**src/rtl/multiword_add_sequencer.sv**
```systemverilog
// Multi-precision add sequencer around a 32-bit carry-select adder.
// Optional signed-overflow output: define MULTIWORD_OVF_DETECT_EN.

module CarrySelectAdder_32_bit (
    input  logic [31:0] input1,
    input  logic [31:0] input2,
    input  logic        cin,
    output logic [31:0] result,
    output logic        cout
);
    logic [4:0] c;

    assign c[0] = cin;
    assign cout = c[4];

    // Each byte precomputes both carry-in outcomes; the ripple only muxes.
    for (genvar g = 0; g < 4; g++) begin : g_blk
        logic [8:0] s0;
        logic [8:0] s1;
        assign s0 = {1'b0, input1[g*8 +: 8]} + {1'b0, input2[g*8 +: 8]};
        assign s1 = {1'b0, input1[g*8 +: 8]} + {1'b0, input2[g*8 +: 8]} + 9'd1;
        assign result[g*8 +: 8] = c[g] ? s1[7:0] : s0[7:0];
        assign c[g+1] = c[g] ? s1[8] : s0[8];
    end
endmodule

module multiword_add_sequencer #(
    parameter int MAX_WORDS = 4,
    parameter int CNT_W     = 3
) (
    input  logic        clk,
    input  logic        rst,
    input  logic        in_valid,
    output logic        in_ready,
    input  logic [31:0] in_a,
    input  logic [31:0] in_b,
    input  logic        in_cin,
    input  logic        in_first,
    input  logic        in_last,
    output logic        out_valid,
    input  logic        out_ready,
    output logic [31:0] out_sum,
    output logic        out_last,
    output logic        out_cout,
`ifdef MULTIWORD_OVF_DETECT_EN
    output logic        out_ovf,
`endif
    output logic        err
);
    typedef enum logic {IDLE, BUSY} state_t;

    state_t             state_q, state_d;
    logic [CNT_W-1:0]   cnt_q, cnt_d;
    logic               carry_q, carry_d;
    logic               accept;
    logic               start;
    logic               force_last;
    logic               eff_last;
    logic               err_d;
    logic               add_cin;
    logic [CNT_W-1:0]   word_num;
    logic [31:0]        add_sum;
    logic               add_cout;

    assign in_ready = !out_valid || out_ready;
    assign accept   = in_valid && in_ready;

    // A word in IDLE always opens an operation, flagged or not.
    assign start    = in_first || (state_q == IDLE);
    assign add_cin  = start ? in_cin : carry_q;
    assign word_num = start ? CNT_W'(1) : cnt_q + CNT_W'(1);

    assign force_last = (word_num == CNT_W'(MAX_WORDS)) && !in_last;
    assign eff_last   = in_last || force_last;

    CarrySelectAdder_32_bit u_add (
        .input1 (in_a),
        .input2 (in_b),
        .cin    (add_cin),
        .result (add_sum),
        .cout   (add_cout)
    );

    always_comb begin
        state_d = state_q;
        cnt_d   = cnt_q;
        carry_d = carry_q;
        err_d   = 1'b0;
        if (accept) begin
            carry_d = add_cout;
            cnt_d   = eff_last ? '0 : word_num;
            state_d = eff_last ? IDLE : BUSY;
            err_d   = (!in_first && state_q == IDLE)
                   || (in_first && state_q == BUSY)
                   || force_last;
        end
    end

    always_ff @(posedge clk) begin
        if (rst) begin
            state_q <= IDLE;
            cnt_q   <= '0;
            carry_q <= 1'b0;
            err     <= 1'b0;
        end else begin
            state_q <= state_d;
            cnt_q   <= cnt_d;
            carry_q <= carry_d;
            err     <= err_d;
        end
    end

    always_ff @(posedge clk) begin
        if (rst) begin
            out_valid <= 1'b0;
            out_sum   <= '0;
            out_last  <= 1'b0;
            out_cout  <= 1'b0;
        end else if (accept) begin
            out_valid <= 1'b1;
            out_sum   <= add_sum;
            out_last  <= eff_last;
            out_cout  <= eff_last && add_cout;
        end else if (out_ready) begin
            out_valid <= 1'b0;
        end
    end

`ifdef MULTIWORD_OVF_DETECT_EN
    logic ovf_d;

    assign ovf_d = eff_last && (in_a[31] == in_b[31]) && (add_sum[31] != in_a[31]);

    always_ff @(posedge clk) begin
        if (rst) begin
            out_ovf <= 1'b0;
        end else if (accept) begin
            out_ovf <= ovf_d;
        end
    end
`endif
endmodule

```
**config.mk**
```make
export PLATFORM = sky130hd
export DESIGN_NAME = multiword_add_sequencer
export DESIGN_NICKNAME = d
export VERILOG_FILES = /design/src/rtl/multiword_add_sequencer.sv
export SDC_FILE = /design/constraint.sdc
export NUM_CORES = 1
export LEC_CHECK = 0
export ABC_AREA = 1
export CAP_MARGIN = 20
export CORE_ASPECT_RATIO = 2
export CORE_MARGIN = 4
export CORE_UTILIZATION = 55
export CTS_BUF_LIST = sky130_fd_sc_hd__clkbuf_4
export DETAILED_ROUTE_END_ITERATION = 7
export PLACE_DENSITY = 0.95
export SLEW_MARGIN = 20
export SYNTH_ARGS = -nofsm -noshare
export SYNTH_HDL_FRONTEND = slang
export SYNTH_SLANG_ARGS = --single-unit
```
**constraint.sdc**
```tcl
create_clock -name clk -period 4.6 [get_ports clk]
set_clock_uncertainty 0.1 [all_clocks]
set_input_delay 0.46 -clock clk [delete_from_list [all_inputs] [get_ports clk]]
set_output_delay 0.46 -clock clk [all_outputs]
set_load 0.02 [all_outputs]
```
==> flow_summary.yaml <==
# physical design summary
outcome:
  status: "completed"
global_route:
  grt_max_degree: 31
  grt_pass1_wl_microns: 17800
  grt_pass1_vias: 4469
  antenna_found_initial: 0
hold_path:
  min_path_type: "reg -> reg"
  hp-start: "out_sum[25]"
logic_synthesis:
  synthMostInstantiatedCell: "nand2_1"
  yosys_cells: 606
  async_flop_share_pct: 0
  synth_area_leader_cell: "dfxtp_1"
  edf_count: 0
  ys_dominant_reg_cell: "dfxtp_1"
  synth.yosys.seq_area_share_pct: 20.7
  ys_area_sq_um: 3960
  yosysWarnings: 0
  top_area_share_pct: 20.7
  syn_area_sq_um: 3960
  syn_nets: 719
  synthTopCellsByCount: "nand2_1, inv_1, nand3_1, dfxtp_1"
  synth.distinct_cells: 39
  ys_ff: 41
final_timing:
  finalSetupViolCount: 0
  max_clock_freq_ghz: 0.307
  period_needed_ns: 3.26
  rsz0062_at_grt: "false"
  finalWorstSetupSlack_ns: 1.34
  finalSetupTns_ns: 0
  relSlewSlack_pct: 54.2
  hold_viol: 0
  tightest_slew_ns: 0.685
floorplan:
  rows: 43
  core_sq_um: 6990
  die_width_microns: 68.0
  fp_util_pct: 56.6
critical_path:
  ff2ff_path_depth: 20
  startpoint_type: "input port"
  slowest_delay_ns: 0.55
  reg2reg_slack_ns: 1.98
  path_cells: "clkdlybuf4s50_1 -> ha_1 -> fa_1 -> ha_1 -> inv_1 -> nor3_4 -> nand3_2 -> nor2_4 -> nand2_2 -> nand2_4 -> nand2_8 -> nand2_8 -> nand2_8 -> nand2_8 -> nand2_8 -> inv_6 -> nand2_1 -> nand2_1 -> nand3_1 -> nand2_1 -> inv_1"
  cpMostUsedCell: "nand2_8"
  cp_top_family: "simple AND/OR/NAND/NOR gates"
  timing.rr.start: "state_q"
  crit_path_max_fanout: 10
  r2r_end: "out_sum[29]"
place:
  dp_hpwl_microns: 8990
  io_buffers: 107
  dp_cells: 796
  pre_cts_ws_ns: 0.994
power_and_ir_drop:
  vdd_ir_drop_max_v: 0.000145
  p_per_area_nw_per_um2: 246
  leakage_nw: 2.63
clock_network:
  h-tree-depth: 2
  cts_resized: 0
  clock_tree.buffer_depth: 2
  cts_inserted_buffers: 5
  cts_setup_buffers: 0
  cts-root-buf: "clkbuf_4"
  numClockSinks: 41
layout:
  drive_above_1_share_pct: 4.20
  fin_nets: 826
  n_antenna_cell: 0
  final_area_sq_um: 5170
flow_run:
  warning_count: 26
  max_cap_violations: 0
routing:
  drcViolationCount: 0
  first_iter_violations: 242
  ant_nets: 0
  firstDrtPassIters: 5
-- layout by cell type (no fill, tap or decap), types with 12 or more instances in the layout --
cell and instances:
dfxtp_1 41, clkdlybuf4s50_1 107, nand2_1 170, a21oi_1 32, o21ai_0 15, o211ai_1 12, ha_1 38, nand4_1 18
nand3_1 49, nor2_1 38, xor2_1 20, inv_1 101
-- power by group --
part	leakage (nW)	internal [mW]	total, mW	switching (mW)
clock network	0.0300	0.0554	0.174	0.119
logic	2.26	0.285	0.683	0.398
registers	0.340	0.393	0.416	0.0224
-- layer usage --
layer  share of wire, %  global-route usage [%]  vias up
li1                   -                       -     2178
met2                 58                    52.2      162
met3                4.8                    2.11       29
met5                  0                       0        -
met4                2.7                    11.7        0
met1                 35                    23.0     1976
-- cell families after synthesis --
family	Yosys count	share of synthesized area, %
XOR/XNOR	27	5.98
AND-OR/OR-AND	75	11.1
adder cells (fa/ha/maj)	42	14.0
buffers and inverters	114	11.0
AND/OR/NAND/NOR	307	37.1
flip-flops	41	20.7
-- how the worst min path moves through the flow --
stage	to	slack, ns	cells after the start
2_1_floorplan	cnt_q[1]	0.35	2
3_3_place_gp	state_q	0.36	2
3_5_place_dp	out_sum[9]	0.36	2
4_1_cts	out_sum[9]	0.38	2
5_1_grt	out_sum[17]	0.41	2
6_report	out_sum[25]	0.39	2
-- registers in the layout, summed over array words and instances (netlist names) --
name       flops
out_cout       1
out_valid      1
out_sum       32
state_q        1
err            1
out_last       1
carry_q        1
cnt_q          3
-- final cells by class --
cell class / instances / share of cell area (%)
clock inverters: 3 / 0.242
inverters: 104 / 7.64
multi-input cells: 451 / 52.2
clock buffers: 5 / 0.725
repair buffers: 110 / 21.1
well taps: 90 / 2.18
flip-flops and latches: 41 / 15.9
**M1 wires**

The bar under the picture is 20 microns long.
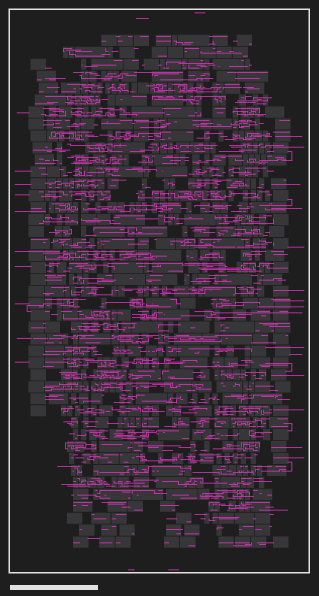
main direction = horizontal
longest straight run = 20.2 microns
nets with wire on the layer = 773
wire length on this layer = 3780 microns
global routing usage on met1: 23.0%
vias: 4345

**Routed metal, one color a layer**

The bar under the picture is 20 microns long. Only two layers are drawn.
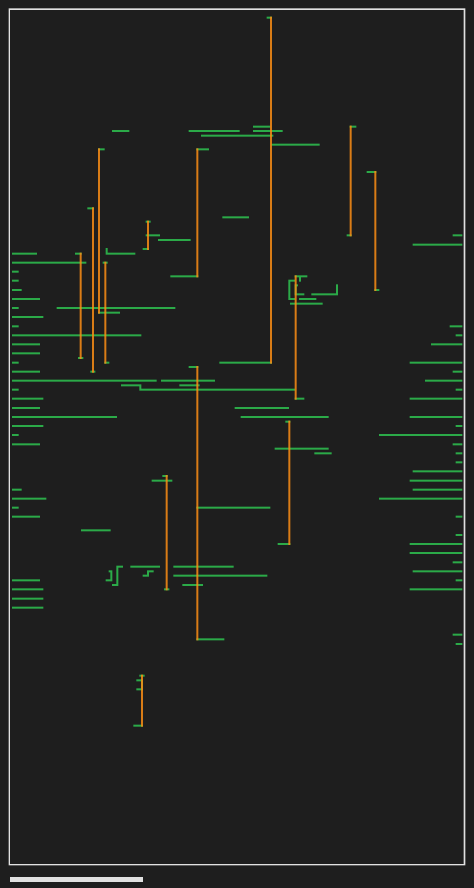
met4 -> orange  # wire length 290 microns
met3 -> green  # wire length 515 microns
GRT Util Overall: 25.5%
WL/cell: 13.5 microns
final wirelength: 10800 microns

**Wire density map**

The die is cut into 14 by 26 equal tiles; white is low, dark blue is high, scaled to the fullest tile. Values are wire area over tile area, all layers added.
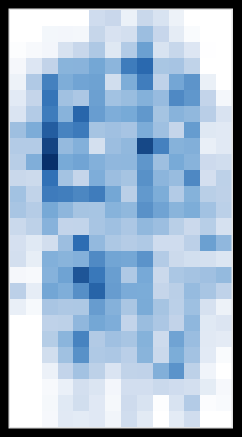
nearly empty tiles = 10%
emptiest ninth of the die = lower left
tiles over half the peak = 18%
densest ninth of the die = center
mean over tiles = 0.20
fullest tile = 0.64

**Routing congestion map**

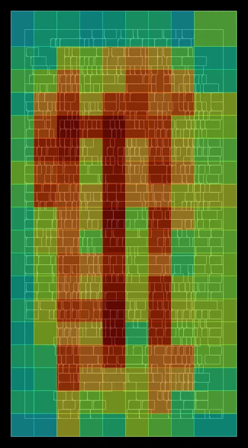
met2 global-route usage: 52.2%
GR met3 Demand/Resource: 2.11%
GRT Max-Usage Layer: met2
Final Util: 74.0%

**A small window of the routed layout**

The bar under the picture is 5 microns long. Window x 41 to 61, y 86 to 106 microns. Cells in gray, sequential cells in the stronger gray; small squares are vias.
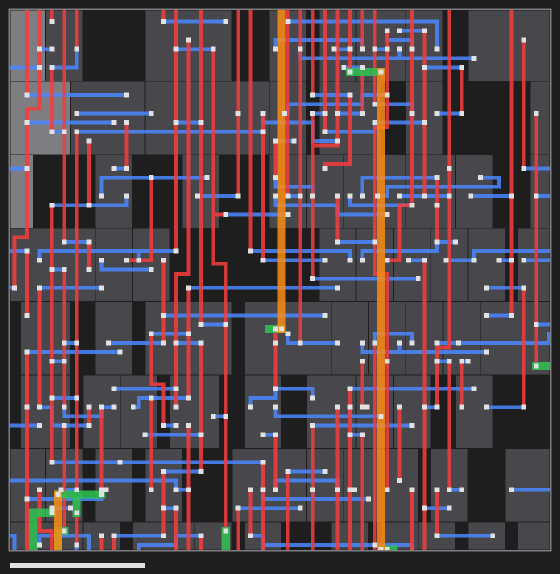
met2 -> red
met3 -> green
met1 -> blue
met4 -> orange
most frequent = nand2_1 (18), inv_1 (13), nor2_1 (5)
cells with their middle in the window = 54
sequential cells in the window = 0

Power figures rest on the tool's default switching activity, not on a simulated workload.
